==> config.mk <==
export PLATFORM = sky130hd
export DESIGN_NAME = booth_acc_flat
export DESIGN_NICKNAME = d
export VERILOG_FILES = /design/src/rtl/booth_pkg.sv /design/src/rtl/booth_acc_if.sv /design/src/rtl/booth_acc_add.sv /design/src/rtl/booth_acc.sv /design/src/flat_wrapper.sv
export SDC_FILE = /design/constraint.sdc
export NUM_CORES = 1
export LEC_CHECK = 0
export CORE_MARGIN = 1.5
export CORE_UTILIZATION = 36
export DETAILED_ROUTE_END_ITERATION = 16
export GPL_TIMING_DRIVEN = 0
export RECOVER_POWER = 100
export SKIP_CTS_REPAIR_TIMING = 1
export SLEW_MARGIN = 20
export SYNTH_ARGS = -nofsm -noshare
export SYNTH_HDL_FRONTEND = slang
export SYNTH_SLANG_ARGS = --single-unit
==> constraint.sdc <==
create_clock -name clk -period 19.8 [get_ports clk]
set_input_delay 1.98 -clock clk [delete_from_list [all_inputs] [get_ports clk]]
set_output_delay 1.98 -clock clk [all_outputs]
set_load 0.02 [all_outputs]
Fig. 1: run 1, clock wires, drivers and flops
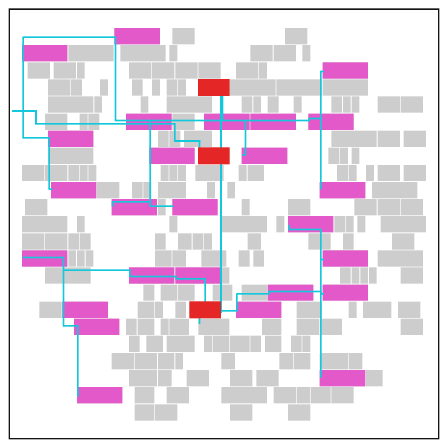
Key: red = cells driving clock nets [count 3]; magenta = flip-flops [count 26]; cyan = clock wires [length 340 µm]
There are 4 routed clock nets.
Clk power: 34.4 µW
Clock Latency Late Sink: 270 ps
Clock Skew: 2.95 ps
Clk pwr share: 24.3%

Fig. 2: run 1, placement by cell class
Scale bar: 20 µm.
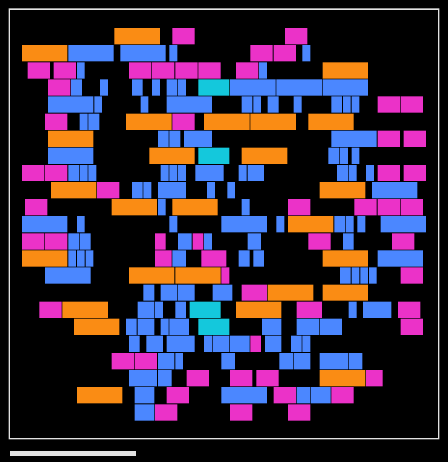
Key: blue = all other logic [cells 122, share of their area 45%]; cyan = clock drivers and dummy loads [cells 4, share of their area 2.7%]; orange = flops [cells 26, share of their area 26%]; magenta = other buffers and delay cells [cells 56, share of their area 27%]
Post-Route Utilization: 51.9%
Final Cell Area: 2090 µm²
flop share of the area: 24.9%

Fig. 3: run 1, where the registers sit
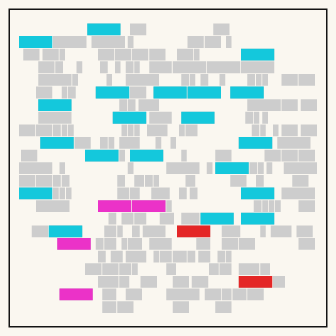
Key: cyan = `u_core.bus.out_sum` [placed flops 20]; red = `u_core.state_q` [placed flops 2]; magenta = `u_core.cnt_q` [placed flops 4]
P_seq: 60.0 µW
register area: 520 µm²

==> results.txt, run 1 <==
impl run done, here's what came out: outcome finished clean, Net Sw Power between 40 and 50 µW, cell-internal power 97.0 µW, Rows 23, Dominant comb cell adder cells, GRT met2 Usage approximately 28%, Worst Hold Class register to register, Cell area leaders dfxtp_1, fa_1, nand2_1, a21oi_1, ha_1, H-tree levels 1, antenna cells 0, chip area about 4600 µm², Cell Area, Synth 1530 µm², Final setup violation count 0, yosys xor share 0.574%, dominant logic cell type in the layout nand2_1, Rel. slew slack 30.7%, CTS Buffer Depth 2, Yosys top cell by instances nand2_1, Post-Place Setup Slack ~11000 ps, Post-synth EDFFs 0, Post-synth seq share roughly a third, post-synthesis chip area from yosys ~1500 µm², Max Slew Vio Count 0, PwrDens a little under 70 nW/µm², buffering overhead roughly 26%, fp_density roughly 38%, RSZ-0062 raised after global routing false, reg2reg path depth 24, yosys cell count ~160, gp weighted congestion between 0.7 and 0.8, Core ar. approximately 4000 µm², WHS 479 ps, top cells by count, synth nand2_1, dfxtp_1, a21oi_1, TritonCTS clock tree built, CP Depth 25, cell taking the most area after synthesis dfxtp_1, Logic pwr share 33.4%, die height between 60 and 70 µm, die width ~68 µm, Worst VDD drop around 28 µV, Synthesis Warnings 0, MI comb cells roughly 120, First DRT Iteration DRCs 50, worst hold path depth 2, Seq pwr share a little over two fifths, switch share about a third, Total Routing Usage GR about 15%, Max Clock Freq between 0.1 and 0.15 GHz, fraction of layout cells with a size suffix above 1 8.17%, seq_cells 26, flops & latches, synth 26, Setup WS post-layout between 10000 and 15000 ps, Non-clock buffers between 50 and 60, post-layout period usage between 40% and 50%, synth unique cells 34, clock sink total 26, first-pass GRT wire length around 5300 µm, routed wire length approximately 3300 µm, AO/OA Area Share 16.3%, drt wl/cell ~13 µm, number of port buffers between 40 and 50, critical path class input pin to register, vias in the first global route 1261, metal3 WL 200 µm, worst slew pin tran ~1000 ps, syn_nets roughly 200, max-cap violation count 0, # IOs 48, ClkCell Share under 10%, GR peak layer met2, clk root buf clkbuf_8, WL met2 between 1500 and 2000 µm, DR vias/cell between 4 and 5, Final nets between 200 and 300, MUX area fraction 0%, CP max stage cell dlygate4sd3_1
--- run 2 (diff from run 1) ---
==> constraint.sdc (replaced) <==
create_clock -name clk -period 9.4 [get_ports clk]
set_input_delay 0.94 -clock clk [delete_from_list [all_inputs] [get_ports clk]]
set_output_delay 0.94 -clock clk [all_outputs]
set_load 0.02 [all_outputs]
Fig. 4: run 2, placement by cell class
Scale bar: 20 µm.
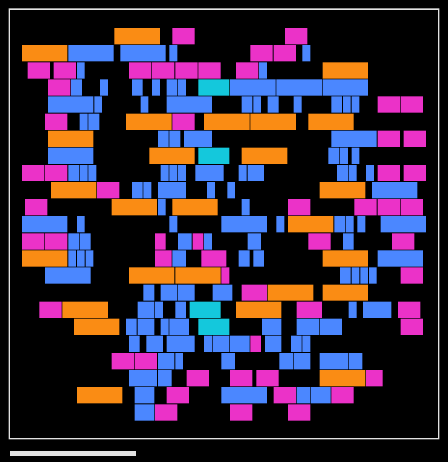
Key: magenta = other buffers and delay cells [cells 56, share of their area 27%]; blue = all other logic [cells 122, share of their area 45%]; cyan = clock drivers and dummy loads [cells 4, share of their area 2.7%]; orange = flops [cells 26, share of their area 26%]
Core ar.: 4030 µm²
Rows: 23

==> run 2 against run 1 <==
Effect of this change: area after synthesis stayed put; flip-flop count unchanged; utilization unchanged; largest power group unchanged.
==> results.txt, run 2 <==
impl run done, here's what came out: Synthesis Warnings 0, worst slew pin tran 1030 ps, Cell Area, Synth 1530 µm², Post-synth seq share ~34%, Seq pwr share between 40% and 50%, R2R setup slack 2230 ps, Net Sw Power around 94 µW, Area Growth Syn to Fin 37.2%, synthesized area per cell 9.71 µm², tool warning count 27, power in combinational cells just under 100 µW, CP Depth 25, leak pwr 0.000883 µW, max-cap violation count 0, fraction of layout cells with a size suffix above 1 a little over 8%, via count around 1200, Tapcells around 50, post-synthesis chip area from yosys between 1500 and 2000 µm², and+or+nand+nor area frac roughly 18%, most frequent cells in the layout nand2_1, dlygate4sd3_1, dfxtp_1, DR vias/cell around 4.8, MUX area fraction 0%, metal3 WL ~200 µm, Post-synth EDFFs 0, First DRT Iteration DRCs 50, antenna cells 0, Overall Power slightly below 300 µW, Max Clock Freq 0.125 GHz, Max Slew Vio Count 0, routed wire length about 3300 µm, Cell area leaders dfxtp_1, fa_1, nand2_1, a21oi_1, ha_1, Worst Hold Class register to register, TritonCTS clock tree built, ClkCell Share about 2.6%, AO/OA Area Share 16.3%, largest net degree at the start of global routing 15, Final Cell Area between 2000 and 2500 µm², Total Routing Usage GR around 15%, Worst EP arrival 8230 ps, iteration tally of the first detailed-router pass 4, Gate Area a little under 900 µm², Buf/Inv on CP 4, Final nets between 200 and 300, CP startpoint kind input pin, Setup WS post-layout ~1400 ps, Final Critical Period approximately 8000 ps, Dominant comb cell adder cells, post-layout period usage a little under nine tenths, Rel. slew slack 30.7%, Non-clock buffers between 50 and 60, fa+ha+maj area frac roughly 25%, Top-area cell share about a third, gp weighted congestion 0.779, H-tree levels 1, fill cell count 377, synth unique cells 34, GR peak layer met2, cell taking the most area after synthesis dfxtp_1, flops & latches, synth 26, seq_cells 26, reg2reg path depth 24, PwrDens 143 nW/µm², WHS 479 ps, WL met2 ~1600 µm, CTS Buffer Depth 2, flop share of the area 24.9%, P_seq 126 µW, Post-DP HPWL between 2000 and 3000 µm, met1 track demand over resource 17.4%, DR top layer met4, GRT Residual Overflow 0, dominant logic cell type in the layout nand2_1, outcome finished clean, Clk power about 72 µW, critical path class input pin to register, Non-clk invs 7, M1 wire length ~1400 µm, RSZ-0062 raised after global routing false, number of cells after detailed placement approximately 250, clk root buf clkbuf_8, cell-internal power between 200 and 250 µW, clock buffers 4, Clk pwr share about a quarter, MI comb cells between 100 and 150, number of port buffers 47, DP Area 2060 µm², Final setup violation count 0, Top cell by count, worst path fa_1, logic share of the area a little over two fifths, first-pass GRT wire length 5290 µm, chip area roughly 4600 µm², Top Family by Delay on Critical Path adder cells, # IOs between 40 and 50, Yosys top cell by instances nand2_1, CP max stage cell dlygate4sd3_1, Clock Skew just under 3 ps, Routed Antenna Nets 0, clk slew on worst S/H paths 90 ps, initial antenna violation count 0, top cell category combinational gates, yosys cell count between 150 and 200, fp_density ~38%, Post-Route Utilization slightly above 50%, drt wl/cell roughly 13 µm, vias in the first global route about 1300, Crit. End Element register, Async SR Flop Fraction 0%, crit-path max FO 2, syn_nets just over 200, Logic pwr share roughly 33%, GRT met2 Usage approximately 28%, final hold vios 0, register area roughly 520 µm², Clock Latency Late Sink 270 ps, Post-Place Setup Slack 1170 ps, CP max stage delay between 500 and 600 ps, Non-Filler Instances 258, buffering overhead about a quarter, CTS buffer count 3, met3 GRT Util under 10%, Main synth FF type dfxtp_1, worst hold path depth 2, yosys xor share 0.574%, top cells by count, synth nand2_1, dfxtp_1, a21oi_1, max FFs per register 20, setup_tns 0 ps, clock sink total 26, Required @ worst endpoint 9600 ps, Top power group sequential cells, cells after synthesis about 160, drt drc 0, switch share between 30% and 40%
Fig. 5: run 2, PDN straps and rails
Pins as bars on the die edge. Tap cells in gray.
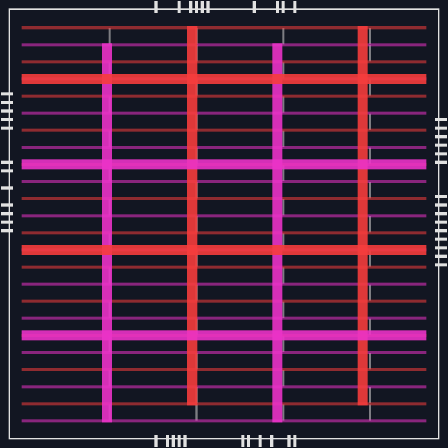
Key: magenta = VSS; red = VDD
50 tap cells. 4 straps on met5.
die height: 68.1 µm
Worst VDD drop: 58.1 µV
die width: 68.1 µm

Power figures rest on the tool's default switching activity, not on a simulated workload.
